Supply network:
Pins as bars on the die edge.
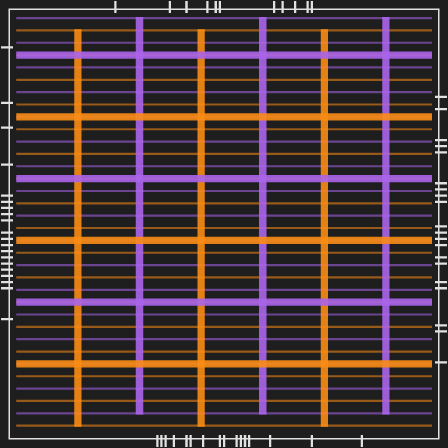
Metal 1:
Supply wires on this layer in gray.
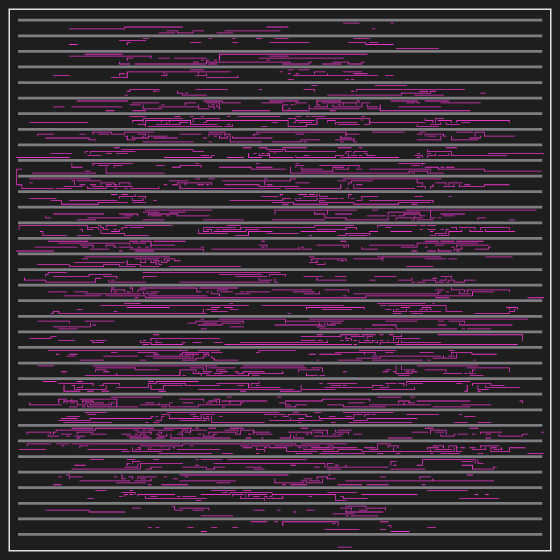
--- config.mk ---
export PLATFORM = sky130hd
export DESIGN_NAME = imm_ext_pipe
export DESIGN_NICKNAME = d
export VERILOG_FILES = /design/src/rtl/imm_ext_pipe.sv
export SDC_FILE = /design/constraint.sdc
export NUM_CORES = 1
export LEC_CHECK = 0
export ABC_AREA = 1
export CORE_UTILIZATION = 45
export CTS_CLUSTER_DIAMETER = 50
export DETAILED_ROUTE_END_ITERATION = 6
export PLACE_DENSITY = 0.72
export SYNTH_ARGS = -nofsm -noshare
export SYNTH_HDL_FRONTEND = slang
export SYNTH_SLANG_ARGS = --single-unit
--- constraint.sdc ---
create_clock -name clk -period 2.4 [get_ports clk]
set_input_delay 0.6 -clock clk [delete_from_list [all_inputs] [get_ports clk]]
set_output_delay 0.6 -clock clk [all_outputs]
set_load 0.02 [all_outputs]
--- src/rtl/imm_ext_pipe.sv ---
// imm_ext_pipe: registered immediate-extension stage (ID->EX) with a
// 2-entry skid buffer, valid/ready handshake and synchronous flush.
// Modes: 00 sign, 01 zero, 10 upper (LUI), 11 branch (sext << 2).
module imm_ext_pipe #(
    parameter int IN_W  = 16,
    parameter int OUT_W = 32,
    parameter int TAG_W = 5
) (
    input  logic             clk,
    input  logic             reset,
    input  logic             flush,
    input  logic             in_valid,
    output logic             in_ready,
    input  logic [IN_W-1:0]  in_imm,
    input  logic [1:0]       in_mode,
    input  logic [TAG_W-1:0] in_tag,
    output logic             out_valid,
    input  logic             out_ready,
    output logic [OUT_W-1:0] out_data,
    output logic [TAG_W-1:0] out_tag
);

    // Branch mode needs two spare bits above the immediate for the shift.
    generate
        if (IN_W < 2 || OUT_W < IN_W + 2) begin : g_bad_params
            $error("imm_ext_pipe: require IN_W >= 2 and OUT_W >= IN_W + 2");
        end
    endgenerate

    typedef enum logic [1:0] {
        ST_EMPTY = 2'b00,
        ST_ONE   = 2'b01,
        ST_FULL  = 2'b10
    } state_e;

    // Widen an immediate according to the requested mode.
    function automatic logic [OUT_W-1:0] ext_imm(input logic [IN_W-1:0] imm,
                                                 input logic [1:0]      mode);
        logic [OUT_W-1:0] sext;
        sext = {{(OUT_W-IN_W){imm[IN_W-1]}}, imm};
        case (mode)
            2'b00:   ext_imm = sext;
            2'b01:   ext_imm = {{(OUT_W-IN_W){1'b0}}, imm};
            2'b10:   ext_imm = {imm, {(OUT_W-IN_W){1'b0}}};
            2'b11:   ext_imm = {sext[OUT_W-3:0], 2'b00};
            default: ext_imm = sext;
        endcase
    endfunction

    state_e             state_q, state_d;
    logic [OUT_W-1:0]   main_data_q, main_data_d;
    logic [TAG_W-1:0]   main_tag_q,  main_tag_d;
    logic [OUT_W-1:0]   skid_data_q, skid_data_d;
    logic [TAG_W-1:0]   skid_tag_q,  skid_tag_d;

    logic               in_fire_s;
    logic               load_main_s;
    logic               load_skid_s;
    logic               move_skid_s;
    logic [OUT_W-1:0]   ext_data_s;

    // Flush and reset both block acceptance so nothing slips in while squashing.
    assign in_ready   = (state_q != ST_FULL) & ~flush & ~reset;
    assign in_fire_s  = in_valid & in_ready;
    assign out_valid  = (state_q != ST_EMPTY);
    assign out_data   = main_data_q;
    assign out_tag    = main_tag_q;
    assign ext_data_s = ext_imm(in_imm, in_mode);

    // Next-state and register-load decode; flush overrides everything.
    always_comb begin
        state_d     = state_q;
        load_main_s = 1'b0;
        load_skid_s = 1'b0;
        move_skid_s = 1'b0;
        if (flush) begin
            state_d = ST_EMPTY;
        end else begin
            case (state_q)
                ST_EMPTY: begin
                    if (in_fire_s) begin
                        state_d     = ST_ONE;
                        load_main_s = 1'b1;
                    end else begin
                        state_d = ST_EMPTY;
                    end
                end
                ST_ONE: begin
                    if (in_fire_s && out_ready) begin
                        state_d     = ST_ONE;
                        load_main_s = 1'b1;
                    end else if (in_fire_s) begin
                        state_d     = ST_FULL;
                        load_skid_s = 1'b1;
                    end else if (out_ready) begin
                        state_d = ST_EMPTY;
                    end else begin
                        state_d = ST_ONE;
                    end
                end
                ST_FULL: begin
                    if (out_ready) begin
                        state_d     = ST_ONE;
                        move_skid_s = 1'b1;
                    end else begin
                        state_d = ST_FULL;
                    end
                end
                default: begin
                    state_d = ST_EMPTY;
                end
            endcase
        end
    end

    // Next values of the main (output) and skid registers.
    always_comb begin
        main_data_d = main_data_q;
        main_tag_d  = main_tag_q;
        skid_data_d = skid_data_q;
        skid_tag_d  = skid_tag_q;
        if (flush) begin
            main_data_d = {OUT_W{1'b0}};
            main_tag_d  = {TAG_W{1'b0}};
            skid_data_d = {OUT_W{1'b0}};
            skid_tag_d  = {TAG_W{1'b0}};
        end else if (load_main_s) begin
            main_data_d = ext_data_s;
            main_tag_d  = in_tag;
        end else if (move_skid_s) begin
            main_data_d = skid_data_q;
            main_tag_d  = skid_tag_q;
        end else if (load_skid_s) begin
            skid_data_d = ext_data_s;
            skid_tag_d  = in_tag;
        end else begin
            main_data_d = main_data_q;
        end
    end

    // State and storage registers with asynchronous clear.
    always_ff @(posedge clk or posedge reset) begin
        if (reset) begin
            state_q     <= ST_EMPTY;
            main_data_q <= {OUT_W{1'b0}};
            main_tag_q  <= {TAG_W{1'b0}};
            skid_data_q <= {OUT_W{1'b0}};
            skid_tag_q  <= {TAG_W{1'b0}};
        end else begin
            state_q     <= state_d;
            main_data_q <= main_data_d;
            main_tag_q  <= main_tag_d;
            skid_data_q <= skid_data_d;
            skid_tag_q  <= skid_tag_d;
        end
    end

endmodule

==> GITHUB_STEP_SUMMARY <==
## Implementation flow summary

| Metric | Value |
|---|---|
| Max layer used | met4 |
| M1 GR Usage | 0.3207 |
| Status | finished, final reports clean |
| Max Freq | between 0.4 and 0.5 GHz |
| Setup Skew | around 0.008 ns |
| Antenna Violating Nets Remaining | 0 |
| Ys flop type | dfrtp_1 |
| Reg-to-reg endpoint | out_data[30] |
| WHS Endpoint | out_tag[2] |
| Seq/Total Area, Yosys | 0.4966 |
| WL met2 | between 4 and 5 mm |
| I/O Buffers | 66 |
| M1 WL | roughly 4.6 mm |
| Place WS | -0.2742 ns |
| Critical Path Stages | 9 |
| Met3 usage | 0.03155 |
| Worst stage delay on the critical path | 0.54 ns |
| NumNets Final | just under 600 |
| Adder Area Share | 0.006534 |
| Pleak | 2.512 nW |
| Reg2reg start | state_q[0] |
Back to the opening pictures, 'supply network':
| net | color |
|---|---|
| VDD | purple |
| VSS | orange |
met1 rails: 34
rows: 33
met5 straps: 6

Back to the opening pictures, 'metal 1':
wire length on this layer: 4640 um
share of all routed wire: 45%
main direction: horizontal
longest straight run: 38.4 um

final cells by class:
cell class | count | area, um^2
timing repair buffer | 87 | 867.1
clock inverter | 4 | 97.59
clock buffer | 11 | 141.4
sequential | 76 | 1902
inverter | 38 | 146.4
multi-input combinational | 350 | 1658
fill | 746 | 3273
tap | 105 | 131.4
per-stage QoR:
step	instances	total power, mW	hold WS (ns)	TNS (ns)
after floorplan	487	1.666	0.4493	0
after global placement	655	1.872	0.4603	-8.118
after detailed placement	655	1.878	0.4644	-11.66
after CTS	670	3.062	0.4841	0
after global routing	671	3.166	0.4889	-0.006761
final	671	3.043	0.4789	0
logic make-up (layout without fill, tap and decap cells):
family,count (synthesis),in the layout
AND-OR/OR-AND,49,49
adder cells (fa/ha/maj),2,2
buffers and inverters,62,140
flip-flops,76,76
AND/OR/NAND/NOR,298,299
Power figures rest on the tool's default switching activity, not on a simulated workload.
